**src/rtl/ifetch_queue.sv**
```systemverilog
// Instruction-fetch front end: sequential PC generation, 1-cycle imem issue,
// small return FIFO toward decode, and redirect flush of queued/in-flight words.
module ifetch_queue #(
  parameter int unsigned ADDR_W  = 16,
  parameter int unsigned INSTR_W = 16,
  parameter int unsigned DEPTH   = 4
) (
  input  logic                            clk,
  input  logic                            rst,
  output logic                            imem_req,
  output logic [ADDR_W-1:0]               imem_addr,
  input  logic [INSTR_W-1:0]              imem_rdata,
  input  logic                            redirect_valid,
  input  logic [ADDR_W-1:0]               redirect_pc,
  output logic                            out_valid,
  input  logic                            out_ready,
  output logic [INSTR_W-1:0]              out_instr,
  output logic [ADDR_W-1:0]               out_pc,
  output logic [$clog2(DEPTH):0]          count
);

  localparam int unsigned PTR_W = (DEPTH > 1) ? $clog2(DEPTH) : 1;
  localparam int unsigned CNT_W = $clog2(DEPTH) + 1;

  logic [ADDR_W-1:0]  fetch_pc;
  logic               inflight;
  logic [ADDR_W-1:0]  inflight_pc;
  logic [PTR_W-1:0]   rd_ptr;
  logic [PTR_W-1:0]   wr_ptr;
  logic [INSTR_W-1:0] instr_mem [DEPTH];
  logic [ADDR_W-1:0]  pc_mem    [DEPTH];

  logic [CNT_W-1:0]   credit_used;
  logic               issue;
  logic               push;
  logic               pop;

  // Credit: queued entries plus the outstanding request must leave a free slot.
  always_comb begin
    credit_used = count + CNT_W'(inflight);
    issue       = !rst && !redirect_valid && (credit_used < CNT_W'(DEPTH));
    push        = !rst && !redirect_valid && inflight;
    pop         = !rst && !redirect_valid && out_valid && out_ready;
  end

  assign imem_req  = issue;
  assign imem_addr = fetch_pc;
  assign out_valid = !rst && (count != '0);
  assign out_instr = instr_mem[rd_ptr];
  assign out_pc    = pc_mem[rd_ptr];

  // Fetch PC, in-flight tracking, FIFO pointers and occupancy.
  always_ff @(posedge clk) begin
    if (rst) begin
      fetch_pc    <= '0;
      inflight    <= 1'b0;
      inflight_pc <= '0;
      rd_ptr      <= '0;
      wr_ptr      <= '0;
      count       <= '0;
    end else if (redirect_valid) begin
      fetch_pc <= redirect_pc;
      inflight <= 1'b0;
      rd_ptr   <= '0;
      wr_ptr   <= '0;
      count    <= '0;
    end else begin
      inflight <= issue;
      if (issue) begin
        fetch_pc    <= fetch_pc + ADDR_W'(1);
        inflight_pc <= fetch_pc;
      end
      if (push) wr_ptr <= wr_ptr + PTR_W'(1);
      if (pop)  rd_ptr <= rd_ptr + PTR_W'(1);
      case ({push, pop})
        2'b10:   count <= count + CNT_W'(1);
        2'b01:   count <= count - CNT_W'(1);
        default: count <= count;
      endcase
    end
  end

  // Storage for returned words tagged with their fetch address.
  always_ff @(posedge clk) begin
    if (push) begin
      instr_mem[wr_ptr] <= imem_rdata;
      pc_mem[wr_ptr]    <= inflight_pc;
    end
  end

  // A push into a full FIFO means the credit check is broken.
  always_ff @(posedge clk) begin
    if (push && !pop) begin
      assert (count != CNT_W'(DEPTH))
        else $error("ifetch_queue: push into full FIFO");
    end
  end

endmodule
```
**config.mk**
```make
export PLATFORM = sky130hd
export DESIGN_NAME = ifetch_queue
export DESIGN_NICKNAME = d
export VERILOG_FILES = /design/src/rtl/ifetch_queue.sv
export SDC_FILE = /design/constraint.sdc
export NUM_CORES = 1
export LEC_CHECK = 0
export ABC_CLOCK_PERIOD_IN_PS = 4700
export CAP_MARGIN = 5
export CELL_PAD_IN_SITES_DETAIL_PLACEMENT = 0
export CELL_PAD_IN_SITES_GLOBAL_PLACEMENT = 1
export CORE_MARGIN = 2
export CORE_UTILIZATION = 25
export DETAILED_ROUTE_END_ITERATION = 7
export PLACE_DENSITY_LB_ADDON = 0.1
export SLEW_MARGIN = 20
export SYNTH_ARGS = -nofsm -noshare
export SYNTH_HDL_FRONTEND = slang
export SYNTH_SLANG_ARGS = --single-unit
```
**constraint.sdc**
```tcl
create_clock -name clk -period 4.7 [get_ports clk]
set_input_delay 0.94 -clock clk [delete_from_list [all_inputs] [get_ports clk]]
set_output_delay 0.94 -clock clk [all_outputs]
set_load 0.05 [all_outputs]
```
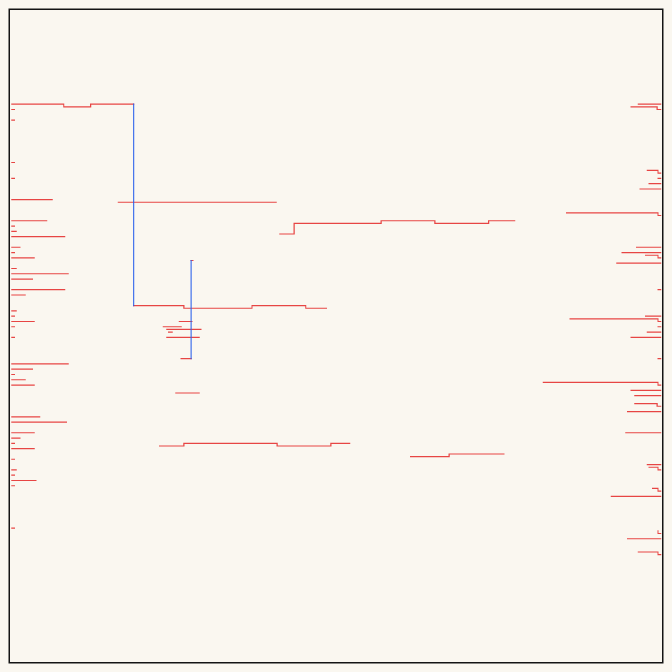
*Wiring by layer*
Only two layers are drawn.
legend:
  blue:
    layer: metal 4
    wire_length: 76.8 µm
  red:
    layer: metal 3
    wire_length: 701 µm

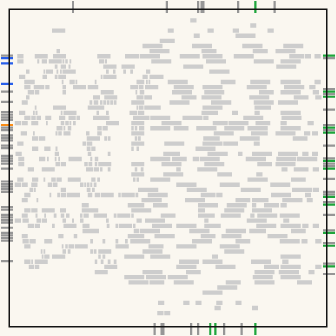
*Ports around the boundary*
Pins as bars across the die edge, other pins in grey.
legend:
  green:
    port: imem_rdata
    pins: 16
    direction: input
    edge: 12 east, 3 south, 1 north
  orange:
    port: redirect_valid
    pins: 1
    direction: input
    edge: west
  blue:
    port: count
    pins: 3
    direction: output
    edge: west

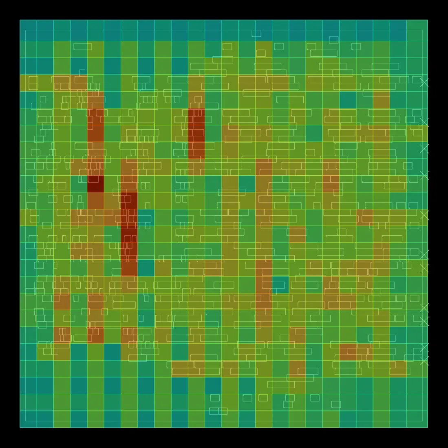
*Track usage over the die*
busiest layer in global routing: met2
Core Util, Final: 32.68%

==> results_dict.tcl <==
# metrics dict for downstream scripts
set metrics [dict create \
    status "complete, but fails checks" \
    failed_checks "design-rule violations" \
    grt_pass1_vias 4121 \
    worst_setup_path_start_kind "flop" \
    grt_setup_unrepaired "false" \
    drt-total-wl_um 15770 \
    synthFlopType "edfxtp_1" \
    top_area_cell "edfxtp_1" \
    yosys-stat-cells 413 \
    top_area_share_pct 57.65 \
    dp.cells 820 \
    power_leakage_nw 2.729 \
    chipHeight_um 167.3 \
    cp-end-kind "primary output" \
    final_cells 852 \
    wl_per_cell_um 18.50 \
    clock_path_buffers 2 \
    synth_nets 456 \
    synth_area_um2 6668 \
    postCtsSetupBuffers 0 \
    criticalPathCategory "reg2out" \
    post_cts_resize_count 0 \
    design_area_um2 8539 \
    grt_use_total_pct 11.54 \
    rows 59 \
    hold_path_class "reg2reg" \
    place_area_um2 7945 \
    avgSynthCellArea_um2 16.14 \
    ios 89 \
    syn_inst 413 \
    setup_viol 0 \
    irDropWorstVdd_uv 157.1 \
    viasPerCell 4.609 \
    path_clk_slew_ns 0.07 \
    area_leaders "edfxtp_1, dfxtp_1, mux4_2" \
    edf_count 128 \
    lay_top_cells "edfxtp_1, clkdlybuf4s50_1, dfxtp_1, mux4_2, nor2_1" \
    fin_setup_tns_ns 0 \
    cp_max_fo 12 \
    relSlewSlack_pct 35.85 \
    setup_slack_ns 1.069 \
    yosys_area_um2 6668 \
    chip_area_um2 27990 \
    grt_pass1_wl_um 24320 \
    nNetsFinal 547 \
    layout-drive-gt1-share_pct 16.44 \
    holdWs_ns 0.4994 \
    dr.pass1.iters 6 \
    place.gp.congestion 0.7290 \
    tightest_slew_ns 0.9623 \
    antenna_found_initial 0 \
    fin_skew_ns 0.008587 \
    pre_cts_slack_ns 1.120 \
    synth_seq_share_pct 70.26 \
    final_layout_top_logic_cell "edfxtp_1" \
    grt_remaining_overflow 0 \
    port_buffers 88 \
    required_ns 3.76 \
    cts_hold_buf 0 \
    total_power_mw 3.244 \
    yosysWarnings 0 \
    min_period_over_period_pct 77.25 \
    synthArstFlopShare_pct 0 \
    cts_max_level 4 \
    die_width_um 167.3 \
    vias 3927 \
    hold_viol 0 \
    drc 11 \
    insertion_delay_ns 0.42 \
    synthDistinctLibCells 42 \
    cts_sinks 170 \
    ctsRootBufferMaster "clkbuf_16" \
    synthToLayoutAreaGrowth_pct 28.07 \
    drt-initial-drc-count 278 \
    fp_util_pct 25.51 \
    powerDensity_nw_per_um2 379.9 \
    core-area_um2 26130 \
    insertedDiodeCount 0 \
    n_fill_cell 2615 \
    maxSlewViolCount 0 \
    timing.max_cap.violations 0 \
    detail-route-antenna-nets 0 \
]
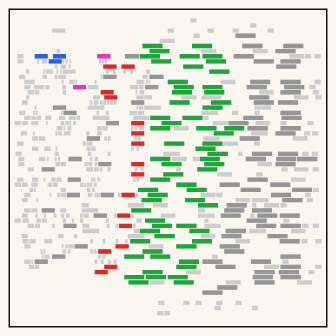
*Sequential cells coloured by netlist name*
legend:
  magenta:
    signal: rd_ptr
    placed_flops: 2
  red:
    signal: inflight_pc
    placed_flops: 16
  blue:
    signal: count
    placed_flops: 3
  green:
    signal: pc_mem
    placed_flops: 64
    where: a vertical strip down the middle
not coloured: 85

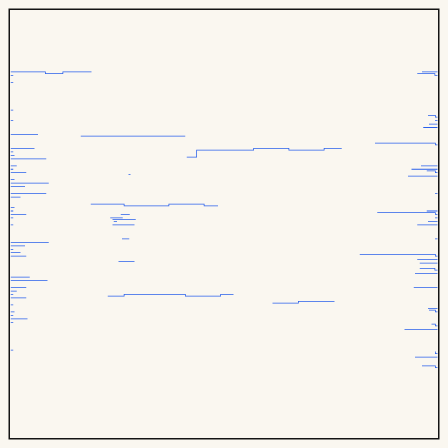
*The metal 3 layer*
wire length on this layer: 701 µm
nets with wire on the layer: 80
main direction: horizontal
longest straight run: 40.5 µm
share of all routed wire: 4.5%

metal layers:
metal  share of wire, %  global-route usage [%]  wire length [µm]  up-vias
li1                   -                       -                 -     1825
met1                 49                   16.07              7785     1999
met2                 46                   17.73              7201       99
met3                4.4                   3.238               701        4
met4               0.48                   3.138                76        0
met5                  0                       0                 0        -
critical path: stages, from the launching register on:
cell and delay, ns:
dfxtp_2 0.63, buf_4 0.35, mux4_2 0.57, clkdlybuf4s50_1 0.72
state kept, by name (all words and copies together) (netlist names), named ones only:
register     cells
instr_mem       64
imem_addr       16
inflight_pc     16
inflight         1
rd_ptr           2
count            3
wr_ptr           2
pc_mem          64
report_power, final:
group          switching [mW]  internal [mW]  leakage [nW]
sequential             0.0292           1.63          1.58
combinational           0.105         0.0742         0.868
clock                   0.648          0.760         0.283
synth_stat cells, drive strengths merged (2+ instances only):
cell and number:
edfxtp 128, dfxtp 42, mux4 32, nor2 23, nand3 22, a21oi 20
o21ai 20, clkbuf 16, inv 11, nand2 10, buf 9, and3 8
a311oi 7, ha 6, nand4 6, or3 6, or4 5, o31ai 4
xnor2 4, xor2 4, a2111oi 3, nor2b 3, nor4 3, o41a 3
a211oi 2, a31oi 2, and2 2, and4 2, o311ai 2
logic make-up after synthesis:
family                     count (synthesis)  share of synthesized area, %
and+or+nand+nor                           91                         7.131
adders and majority gates                  7                         1.426
AOI/OAI and AO/OA                         68                         6.718
muxes                                     33                         10.96
DFF                                      170                         70.26
buffers and inverters                     36                         2.346
xor gates and xnor gates                   8                         1.164
final cells by class:
class | instances | area (µm²) | area share [%]
sequential | 170 | 4687 | 54.89
multi-input combinational | 207 | 1839 | 21.54
timing repair buffer | 97 | 958.4 | 11.22
clock buffer | 17 | 425.4 | 4.982
tap | 335 | 419.2 | 4.908
clock inverter | 15 | 168.9 | 1.978
inverter | 11 | 41.29 | 0.4835
path summary, 6_finish.rpt:
kind                   from           end  slack, ns  depth (start not counted)
max                    flop     out_pc[3]       1.07                          3
min          inflight_pc[8]  pc_mem[0][8]       0.50                          0
max reg2reg        count[2]      count[2]       2.46                          8
min reg2reg  inflight_pc[8]  pc_mem[0][8]       0.50                          0
Power is estimated from default activity; no workload was simulated.
